File: src/rtl/inferencia_seq_ctrl.sv
// Rule-sequencing controller for the interval type-2 inference datapath.
// Optional per-rule enable mask when RULE_MASK_EN is defined.
module inferencia_seq_ctrl #(
  parameter int unsigned N_MF_A = 3,
  parameter int unsigned N_MF_B = 3,
  parameter int unsigned SETTLE = 2,
  parameter int unsigned DRAIN  = 1
) (
  input  logic                       clk,
  input  logic                       rst,
  input  logic                       start,
  input  logic                       hold,
`ifdef RULE_MASK_EN
  input  logic [N_MF_A*N_MF_B-1:0]   rule_mask,
`endif
  output logic [3:0]                 Sequencia_regras,
  output logic                       EN_Cod_Mem,
  output logic                       captura,
  output logic [3:0]                 regra_idx,
  output logic                       busy,
  output logic                       done
);

  localparam logic [1:0] A_LAST    = 2'(N_MF_A - 1);
  localparam logic [1:0] B_LAST    = 2'(N_MF_B - 1);
  localparam logic [3:0] SETTLE_LD = 4'(SETTLE - 1);
  localparam logic [3:0] DRAIN_LD  = 4'(DRAIN - 1);
  localparam logic [3:0] NA4       = 4'(N_MF_A);

  typedef enum logic [2:0] {
    S_IDLE, S_APPLY, S_WAIT, S_CAPTURE, S_SKIP, S_DRAIN, S_DONE
  } state_e;

  state_e     state_q, state_d;
  logic [1:0] idx_a_q, idx_a_d;
  logic [1:0] idx_b_q, idx_b_d;
  logic [3:0] cnt_q, cnt_d;
  logic [1:0] nxt_a, nxt_b;
  logic       last_rule;
  logic       first_en, nxt_en;

  always_comb begin
    last_rule = (idx_a_q == A_LAST) && (idx_b_q == B_LAST);
    if (idx_a_q == A_LAST) begin
      nxt_a = '0;
      nxt_b = idx_b_q + 2'd1;
    end else begin
      nxt_a = idx_a_q + 2'd1;
      nxt_b = idx_b_q;
    end
  end

`ifdef RULE_MASK_EN
  logic [N_MF_A*N_MF_B-1:0] mask_q, mask_d, mask_sh;

  always_comb begin
    mask_d = mask_q;
    if (state_q == S_IDLE && start && !hold) mask_d = rule_mask;
    // Shift instead of indexing keeps the select width independent of the rule count.
    mask_sh  = mask_q >> (4'(nxt_b) * NA4 + 4'(nxt_a));
    nxt_en   = mask_sh[0];
    first_en = rule_mask[0];
  end

  always_ff @(posedge clk) begin
    if (rst) mask_q <= '0;
    else     mask_q <= mask_d;
  end
`else
  assign nxt_en   = 1'b1;
  assign first_en = 1'b1;
`endif

  always_comb begin
    state_d = state_q;
    idx_a_d = idx_a_q;
    idx_b_d = idx_b_q;
    cnt_d   = cnt_q;
    if (!hold) begin
      case (state_q)
        S_IDLE: if (start) state_d = first_en ? S_APPLY : S_SKIP;
        S_APPLY: begin
          cnt_d   = SETTLE_LD;
          state_d = S_WAIT;
        end
        S_WAIT: begin
          if (cnt_q == '0) state_d = S_CAPTURE;
          else             cnt_d   = cnt_q - 4'd1;
        end
        S_CAPTURE, S_SKIP: begin
          if (!last_rule) begin
            idx_a_d = nxt_a;
            idx_b_d = nxt_b;
            state_d = nxt_en ? S_APPLY : S_SKIP;
          end else if (DRAIN == 0) begin
            idx_a_d = '0;
            idx_b_d = '0;
            state_d = S_DONE;
          end else begin
            cnt_d   = DRAIN_LD;
            state_d = S_DRAIN;
          end
        end
        S_DRAIN: begin
          if (cnt_q == '0) begin
            idx_a_d = '0;
            idx_b_d = '0;
            state_d = S_DONE;
          end else begin
            cnt_d = cnt_q - 4'd1;
          end
        end
        S_DONE:  state_d = S_IDLE;
        default: state_d = S_IDLE;
      endcase
    end
  end

  always_ff @(posedge clk) begin
    if (rst) begin
      state_q <= S_IDLE;
      idx_a_q <= '0;
      idx_b_q <= '0;
      cnt_q   <= '0;
    end else begin
      state_q <= state_d;
      idx_a_q <= idx_a_d;
      idx_b_q <= idx_b_d;
      cnt_q   <= cnt_d;
    end
  end

  // Strobes are masked by hold so a frozen state re-issues them exactly once on release.
  always_comb begin
    busy             = (state_q != S_IDLE);
    EN_Cod_Mem       = (state_q != S_IDLE) && (state_q != S_DONE);
    captura          = (state_q == S_CAPTURE) && !hold;
    done             = (state_q == S_DONE) && !hold;
    Sequencia_regras = EN_Cod_Mem ? {idx_b_q, idx_a_q} : '0;
    regra_idx        = 4'(idx_b_q) * NA4 + 4'(idx_a_q);
  end

endmodule

File: config.mk
export PLATFORM = sky130hd
export DESIGN_NAME = inferencia_seq_ctrl
export DESIGN_NICKNAME = d
export VERILOG_FILES = /design/src/rtl/inferencia_seq_ctrl.sv
export SDC_FILE = /design/constraint.sdc
export NUM_CORES = 1
export LEC_CHECK = 0
export CORE_AREA = 2 2 47 49
export CTS_CLUSTER_DIAMETER = 60
export DETAILED_ROUTE_END_ITERATION = 6
export DIE_AREA = 0 0 49 51
export PLACE_DENSITY = 0.73
export SLEW_MARGIN = 30
export SYNTH_ARGS = -nofsm -noshare
export SYNTH_HDL_FRONTEND = slang
export SYNTH_SLANG_ARGS = --single-unit
File: constraint.sdc
create_clock -name clk -period 4.4 [get_ports clk]
set_clock_uncertainty 0.15 [all_clocks]
set_input_delay 0.88 -clock clk [delete_from_list [all_inputs] [get_ports clk]]
set_output_delay 0.88 -clock clk [all_outputs]
set_load 0.01 [all_outputs]
==> results_dict.tcl <==
# place-and-route summary
set metrics [dict create \
    grt.overflow.total 0 \
    first_pass_iters 4 \
    antenna_found_initial 0 \
    crit_arrival_ns 2.68 \
    antenna_cells 0 \
    cts_tree "yes" \
    switchingPower_mw 0.0664 \
    grt_use_total_pct 19.5 \
    power_leader "registers" \
    io_pins 16 \
    routed_via_density 5.55 \
    seq_power_mw 0.107 \
    start_kind "register" \
    top_area_cell "dfxtp_1" \
    timing.final.ws_setup_ns 0.687 \
    pwr-share-comb_pct 17.5 \
    cts.htree.levels 1 \
    warning_count 27 \
    relSlewSlack_pct 56.0 \
    n_fill_cell 211 \
    xor_share_pct 0 \
    syn-cell-area_um2 945 \
    gp_congestion 0.840 \
    most_common_cell "inv_1" \
    wl_per_cell_um 13.3 \
    totalWireLength_um 2200 \
    tns_ns 0 \
    crit_type "register to output port" \
    drc 0 \
    grtUsageMet1_pct 22.2 \
    ys.flop_type "dfxtp_1" \
    mostFrequentLayoutCells "15 x clkdlybuf4s50_1, 14 x inv_1" \
    top_layer_used "met4" \
    synth_nets 138 \
    p_leak_nw 0.407 \
    m1WireLength_um 968 \
    postSynthCellCount 127 \
    pwr-share-clk_pct 33.9 \
    syn2layout_area_growth_pct 18.8 \
    path_common_cell "inv_1" \
    cts.clk_slew.worst_paths_ns 0.08 \
    finalCoreUtilization_pct 54.4 \
    ys_top_cells_by_area "dfxtp_1 23%, ha_1 6.6%, a21oi_1 5.8%" \
    status "finished, final reports clean" \
    pwr-share-seq_pct 48.6 \
]
-- stage by stage --
stage	instance area, µm²	cells
2_1_floorplan	945	127
3_3_place_gp	1100	162
3_5_place_dp	1100	162
4_1_cts	1120	166
5_1_grt	1120	166
6_report	1120	166
-- cell type report --
type	count	area share (%)
clock buffer	4	2.34
inverter	15	5.02
multi-input combinational	93	56.5
sequential	11	19.6
tap	28	3.12
timing repair buffer	15	13.4
-- state kept, by name, summed over array words and instances (netlist names) --
signal / count
cnt_q: 4
idx_a_q: 2
idx_b_q: 2
state_q: 3
-- final timing paths --
check | endpoint | slack, ns | cells after the start
setup / recovery | regra_idx[2] | 0.69 | 8
hold / removal | idx_b_q[0] | 0.33 | 2
setup reg to reg | cnt_q[2] | 2.31 | 4
hold reg to reg | idx_b_q[0] | 0.33 | 2
logic_types.png
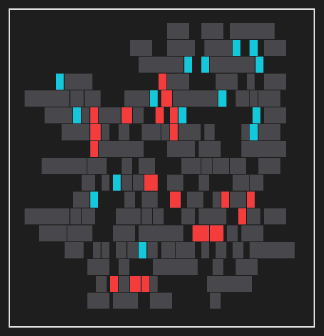
- cyan: inv cells (cells 15)
- red: nand cells (cells 19)
non-filler cells, final: 166
most frequent logic cell in the layout: clkdlybuf4s50_1
Comb area share: 56.5%

power_grid.png
Pins as bars on the die edge.
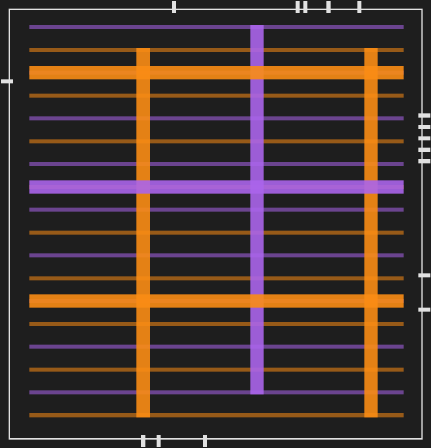
- orange: VSS
- purple: VDD
- met4 straps: 3
- met1 rails: 18
- met5 straps: 3
- rows: 17
- signal pins: 16

Power and IR drop assume default switching activity.
